Fig. 1: run 1, supply network
Pins as bars on the die edge.
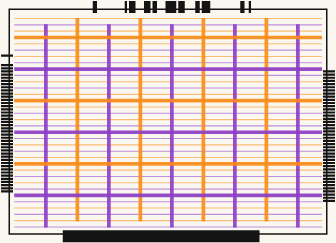
Fig. 2: run 1, cells coloured by class
Scale bar: 50 um.
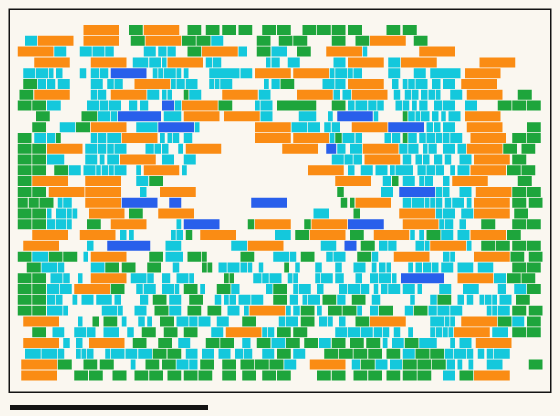
Fig. 3: run 1, clock wires, drivers and flops
Scale bar: 50 um.
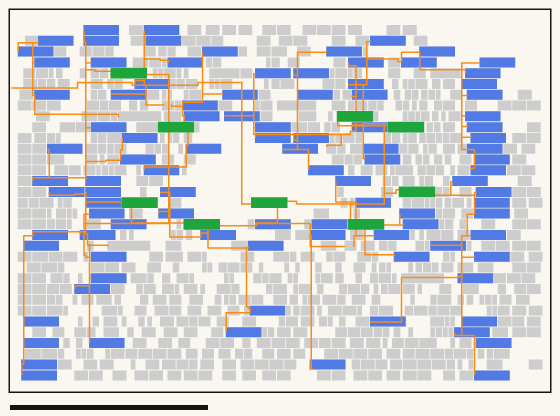
Fig. 4: run 1, routed metal, one colour a layer
Only two layers are drawn.
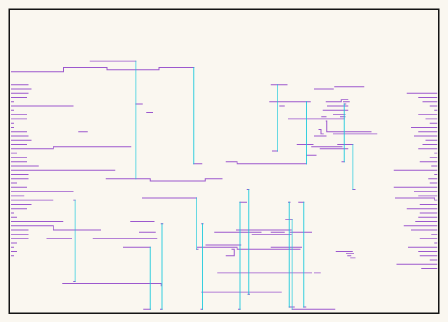
Design branch_resolver_flat, sky130hd; sources not shown.
==> metrics.cfg, run 1 <==
[logic_synthesis]
synth.net_count=685
numSynthFlops=98
syn-mean-instance-area_sq_um=9.686
synthFlopType=dfrtp_1
ys_sh_mux_pct=5.360
ys_warn_count=0
ys_sh_adder_pct=0.8971
synthTopLogicFamily=simple AND/OR/NAND/NOR gates
ys_seq_share_pct=43.96
syn-cell-area_sq_um=5579
ys_sh_xor_pct=18.68
yosys_cells=576
synthAoiAreaFrac_pct=4.485
yosys_area_sq_um=5579
synth.cellmix.simpleShare_pct=23.46
synth_cell_types=44

[clocking]
ctsHoldBuffers=0
root_buffer=clkbuf_16
cts.clk_slew.worst_paths_ns=0.07
clock_sinks=98
ctsHtreeMaxLevel=3
cts_resized=0
clockBufferDepth=2
cts_tree=built
post_cts_buffers=0

[finish]
final_common_cell=clkdlybuf4s50_1
dominant_cells=combinational gates
bufAreaShareNonClock_pct=26.53
stdcell_count=953
nClkBuffers=9
nFillCells=877
comb_area_share_pct=36.04
layout_top_cells=clkdlybuf4s50_1, dfrtp_1, xnor2_1, xor2_1
clock_cell_area_share_pct=4.264
regArea_sq_um=2452
num_antenna_cells=0
area_growth_pct=46.74
fin_nets=900
buffers=227
nonClockInverterCount=17
drive_gt1_share_pct=8.291

[placed_design]
place_inst=937
routabilityCongestion=0.9307
dpl_cell_area_sq_um=7838
port_buffers=203

[critical_path]
worst-r2r-cell-count=8
end_kind=register
critPathLaunchType=input port
crit_buf_inv=3
critPathSlowestCell=buf_1
required_ns=6.17
worst-path-max-fanout=10
cp.depth=9
crit_chain=clkdlybuf4s50_1 -> xor2_1 -> nor4_1 -> nand4_1 -> nor2_1 -> o21ai_1 -> buf_2 -> buf_1 -> a21oi_1
arrival_ns=3.83
critPathKind=in -> reg
crit_family=buffers and inverters

[sta]
hold_viol=0
setup-tns-final_ns=0
report.final.slew_viol_count=0
fin_crit_ns=3.854
rsz0062_at_grt=no
slew_headroom_pct=46.65
fmax_mhz=259.5
tightest_slew_ns=0.7959
timing.final.crit_share_pct=62.17
setup_viol=0

[routing]
drc=0
ant_nets=0
first_pass_iters=4
drt-initial-drc-count=220
viasPerCell=5.410

[global_route]
grt_use_met2_pct=40.87
grt_max_degree=51
use_met3_pct=5.266
grt-ovfl-total=0
grt_pass1_vias=5134
antenna_found_initial=0
busiest_layer=met2

[min_path]
holdPathStages=1

[pwr]
ir_worst_vdd_uv=246.7
leakage_nw=3.340
power_density_nw_per_um2=270.6
totalPowerFinal_w=0.002216

[floorplan]
die-area_sq_um=13090
initial_core_util_pct=46.92
ioPinCount=204
n_tap_cell=157

[run_status]
status=complete, no violations

[run]
max_cap_violations=0

-- Fig. 1 (at the start) --
- VDD: orange
- VSS: purple
- rows: 33
- met5 straps: 6
- signal pins: 204
- met4 straps: 9
Die H: 96.16 um
die x size: 136.1 um

-- Fig. 2 (at the start) --
- registers: orange (cells 98; share of their area 31%)
- clock drivers and dummy loads: blue (cells 16; share of their area 4.4%)
- remaining logic cells: cyan (cells 455; share of their area 38%)
- remaining buffers and delay cells: green (cells 227; share of their area 27%)
core area: 11890 sq um
row count: 33
flop share of the area: 29.96%
Final Util: 68.84%
Final Cell Area: 8187 sq um

-- Fig. 3 (at the start) --
- clock wires: orange (length 1230 um)
- flip-flops: blue (count 98)
- clock-net drivers: green (count 9)
- flops lie: spread over the die
- routed clock nets: 10
clk_lat worst skew: 0.34 ns
Clk. pwr: 0.000653 W

-- Fig. 4 (at the start) --
- M3: purple (wire length 1140 um)
- M4: cyan (wire length 420 um)
GRT Resource Usage Total: 25.73%
detailed-route wire length per cell: 17.30 um
via count: 5156
Post-Route WL: 16490 um

## run 1: cells in the mapped netlist (3+ instances only)
library cell,instances,area [sq um]
ha_1,4,50.05
buf_2,9,45.04
xor2_1,57,499.2
mux2i_1,4,40.04
a21oi_1,7,35.03
o22ai_1,6,37.54
nor2_1,44,165.2
nand3_1,46,230.2
xnor2_1,62,543.0
inv_1,17,63.81
o21ai_0,27,135.1
clkbuf_1,10,37.54
mux2_2,23,259.0
and3_1,16,100.1
nand2_1,46,172.7
nor4_1,10,62.56
and2_1,6,37.54
nand4_1,34,212.7
nor2b_1,3,18.77
and4_1,6,52.55
dfrtp_1,98,2452
nor3_1,13,65.06
## run 1: stage by stage
stage	hold WS, ns	utilization [%]	setup WS, ns
after floorplan	0.3198	-	2.508
after global placement	0.2774	65.66	1.104
after detailed placement	0.2863	65.91	2.206
after CTS	0.2987	68.84	2.573
after global routing	0.3165	68.84	2.357
final	0.2952	68.84	2.346
## run 1: per-layer routing
metal  wire length, um  vias to the layer above  share of wire (%)
met5                 0                        -                  0
met2              7394                      208                 45
met4               420                        0                2.5
met3              1143                       35                6.9
li1                  -                     2432                  -
met1              7528                     2481                 46
## run 1: worst register-to-register path: cells and delay by family (launching register included)
| family | cells | cell delay (ns) |
|---|---|---|
| compound gates | 2 | 0.51 |
| buf+inv | 2 | 0.95 |
| flops | 1 | 0.39 |
| simple gates | 4 | 0.76 |
## run 1: report_power, final
group	total, W	leakage (nW)	switching, W	internal (W)
Sequential	0.000787	1.29	0.0000623	0.000725
Clock	0.000653	0.167	0.000255	0.000398
Combinational	0.000776	1.89	0.000482	0.000294
Total	0.00222	3.34	0.000799	0.00142
## Run 2: what changed since run 1
Clock period 6.2 ns to 3.8 ns, I/O delays scaled along.
Fig. 5: run 2, routed metal, one colour a layer
Only two layers are drawn.
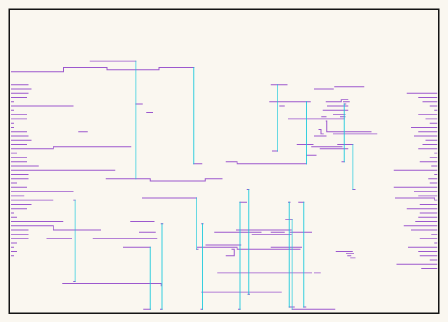
- M3: purple (wire length 1140 um)
- M4: cyan (wire length 420 um)

Fig. 6: run 2, supply network
Pins as bars on the die edge.
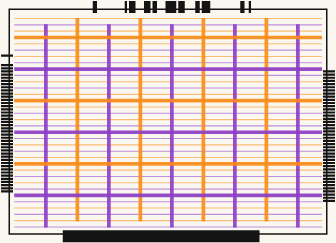
- VDD: orange
- VSS: purple
- signal pins: 204
- met1 rails: 34
- met5 straps: 6
Max VDD drop: 402.4 uV

==> run 2 against run 1 <==
  * Synthesized cell count is the same
  * Clock-buffer cell count unchanged
  * Global-route usage stayed put
  * Routed wire length stayed put
  * Cell count did not move
  * Highest routed layer unchanged
  * Power grew 63%
  * Sequential power increased by 63%
  * Clock power increased by 64%
  * Register-to-register slack lost 2.4 ns
==> metrics.cfg, run 2 <==
[critical_path]
end_kind=register
worst-path-max-fanout=10  ; unchanged
crit_chain=clkdlybuf4s50_1 -> xor2_1 -> nor4_1 -> nand4_1 -> nor2_1 -> o21ai_1 -> buf_2 -> buf_1 -> a21oi_1
cp.depth=9  ; unchanged
crit_family=buffers and inverters
critPathKind=in -> reg
critPathSlowestCell=buf_1
worst-r2r-cell-count=8  ; unchanged
arrival_ns=3.47  ; -0.36 ns
critPathLaunchType=input port

[logic_synthesis]
synth.net_count=685  ; unchanged
syn-mean-instance-area_sq_um=9.686  ; unchanged
top_cells_by_count=dfrtp_1, xnor2_1, xor2_1
ys_warn_count=0  ; unchanged
syn-cell-area_sq_um=5579  ; unchanged
numSynthFlops=98  ; unchanged
synth_cell_types=44  ; unchanged
yosys_area_sq_um=5579  ; unchanged
synthFlopType=dfrtp_1
yosys_cells=576  ; unchanged
synthTopCellsByArea=dfrtp_1, xnor2_1, xor2_1
most_common_cell=dfrtp_1
top_area_share_pct=43.96  ; unchanged
synth.largest_area_cell=dfrtp_1
ys_seq_share_pct=43.96  ; unchanged

[clocking]
ctsHoldBuffers=0  ; unchanged
cts_resized=0  ; unchanged
root_buffer=clkbuf_16
cts_tree=built
ctsHtreeMaxLevel=3  ; unchanged
clock_sinks=98  ; unchanged

[routing]
wl_um=16490  ; unchanged
route.top_layer_used=met4
first_pass_iters=4  ; unchanged
drc=0  ; unchanged
wl_met1_um=7528  ; unchanged
vias=5156  ; unchanged
wl_per_cell_um=17.30  ; unchanged
viasPerCell=5.410  ; unchanged
drt-initial-drc-count=220  ; unchanged
dr_wl_met3_um=1143  ; unchanged
ant_nets=0  ; unchanged

[placed_design]
port_buffers=203  ; unchanged
routabilityCongestion=0.9307  ; unchanged

[sta]
rsz0062_at_grt=no
fin_crit_ns=3.494
tightest_slew_ns=0.7959  ; unchanged
fmax_mhz=286.2
slew_headroom_pct=46.65  ; unchanged
hold_viol=0  ; unchanged
report.final.slew_viol_count=0  ; unchanged
timing.final.crit_share_pct=91.96

[global_route]
grt.total_usage_pct=25.73  ; unchanged
grt_pass1_vias=5134  ; unchanged
grt-ovfl-total=0  ; unchanged
antenna_found_initial=0  ; unchanged

[floorplan]
initial_core_util_pct=46.92  ; unchanged
die_h_um=96.16  ; unchanged
std_cell_rows=33  ; unchanged
ioPinCount=204  ; unchanged
core_sq_um=11890  ; unchanged
die-area_sq_um=13090  ; unchanged

[finish]
design_area_sq_um=8187  ; unchanged
area_growth_pct=46.74  ; unchanged
final_common_cell=clkdlybuf4s50_1
drive_gt1_share_pct=8.291  ; unchanged

[run_status]
status=complete, no violations

[run]
max_cap_violations=0  ; unchanged

## run 2: cell counts after synthesis
No cell type changed its count.
## run 2: cells by family (layout without fill, tap and decap cells)
kind of cell | after synthesis | in the layout | share of synthesized area, %
multiplexers | 27 | 27 | 5.360
adder cells (fa/ha/maj) | 4 | 4 | 0.8971
flip-flops | 98 | 98 | 43.96
AND-OR/OR-AND | 45 | 45 | 4.485
XOR/XNOR | 119 | 119 | 18.68
AND/OR/NAND/NOR | 243 | 243 | 23.46
buffers and inverters | 40 | 260 | 3.162
## run 2: layout make-up
| class | instances | area, sq um |
|---|---|---|
| buffer | 23 | 112.6 |
| timing repair buffer | 204 | 2059 |
| sequential | 98 | 2452 |
| clock buffer | 9 | 225.2 |
| multi-input combinational | 438 | 2950 |
| clock inverter | 7 | 123.9 |
| tap | 157 | 196.4 |
| fill | 877 | 3705 |
| inverter | 17 | 66.31 |
## run 2: routing by layer
layer,up-vias,global-route usage (%)
met5,-,0
li1,2432,-
met2,208,40.87
met3,35,5.266
met1,2481,35.44
met4,0,8.156
## run 2: through the flow
stage                     setup slack (ns)  util, %  TNS (ns)  total power, W  cells
after floorplan                     0.4679        -         0        0.002043    576
after global placement             -0.9362    65.66    -91.34        0.002541    936
after detailed placement            0.1660    65.91         0        0.002563    937
after CTS                           0.5327    68.84         0        0.003635    953
after global routing                0.3169    68.84         0        0.003758    953
final                               0.3057    68.84         0        0.003615    953
## run 2: report_power, final
part | internal, W | total [W] | switching (W)
combinational | 0.000479 | 0.00127 | 0.000786
sequential | 0.00118 | 0.00128 | 0.000102
clock | 0.000650 | 0.00107 | 0.000416
total | 0.00231 | 0.00361 | 0.00130
Power is estimated from default activity; no workload was simulated.
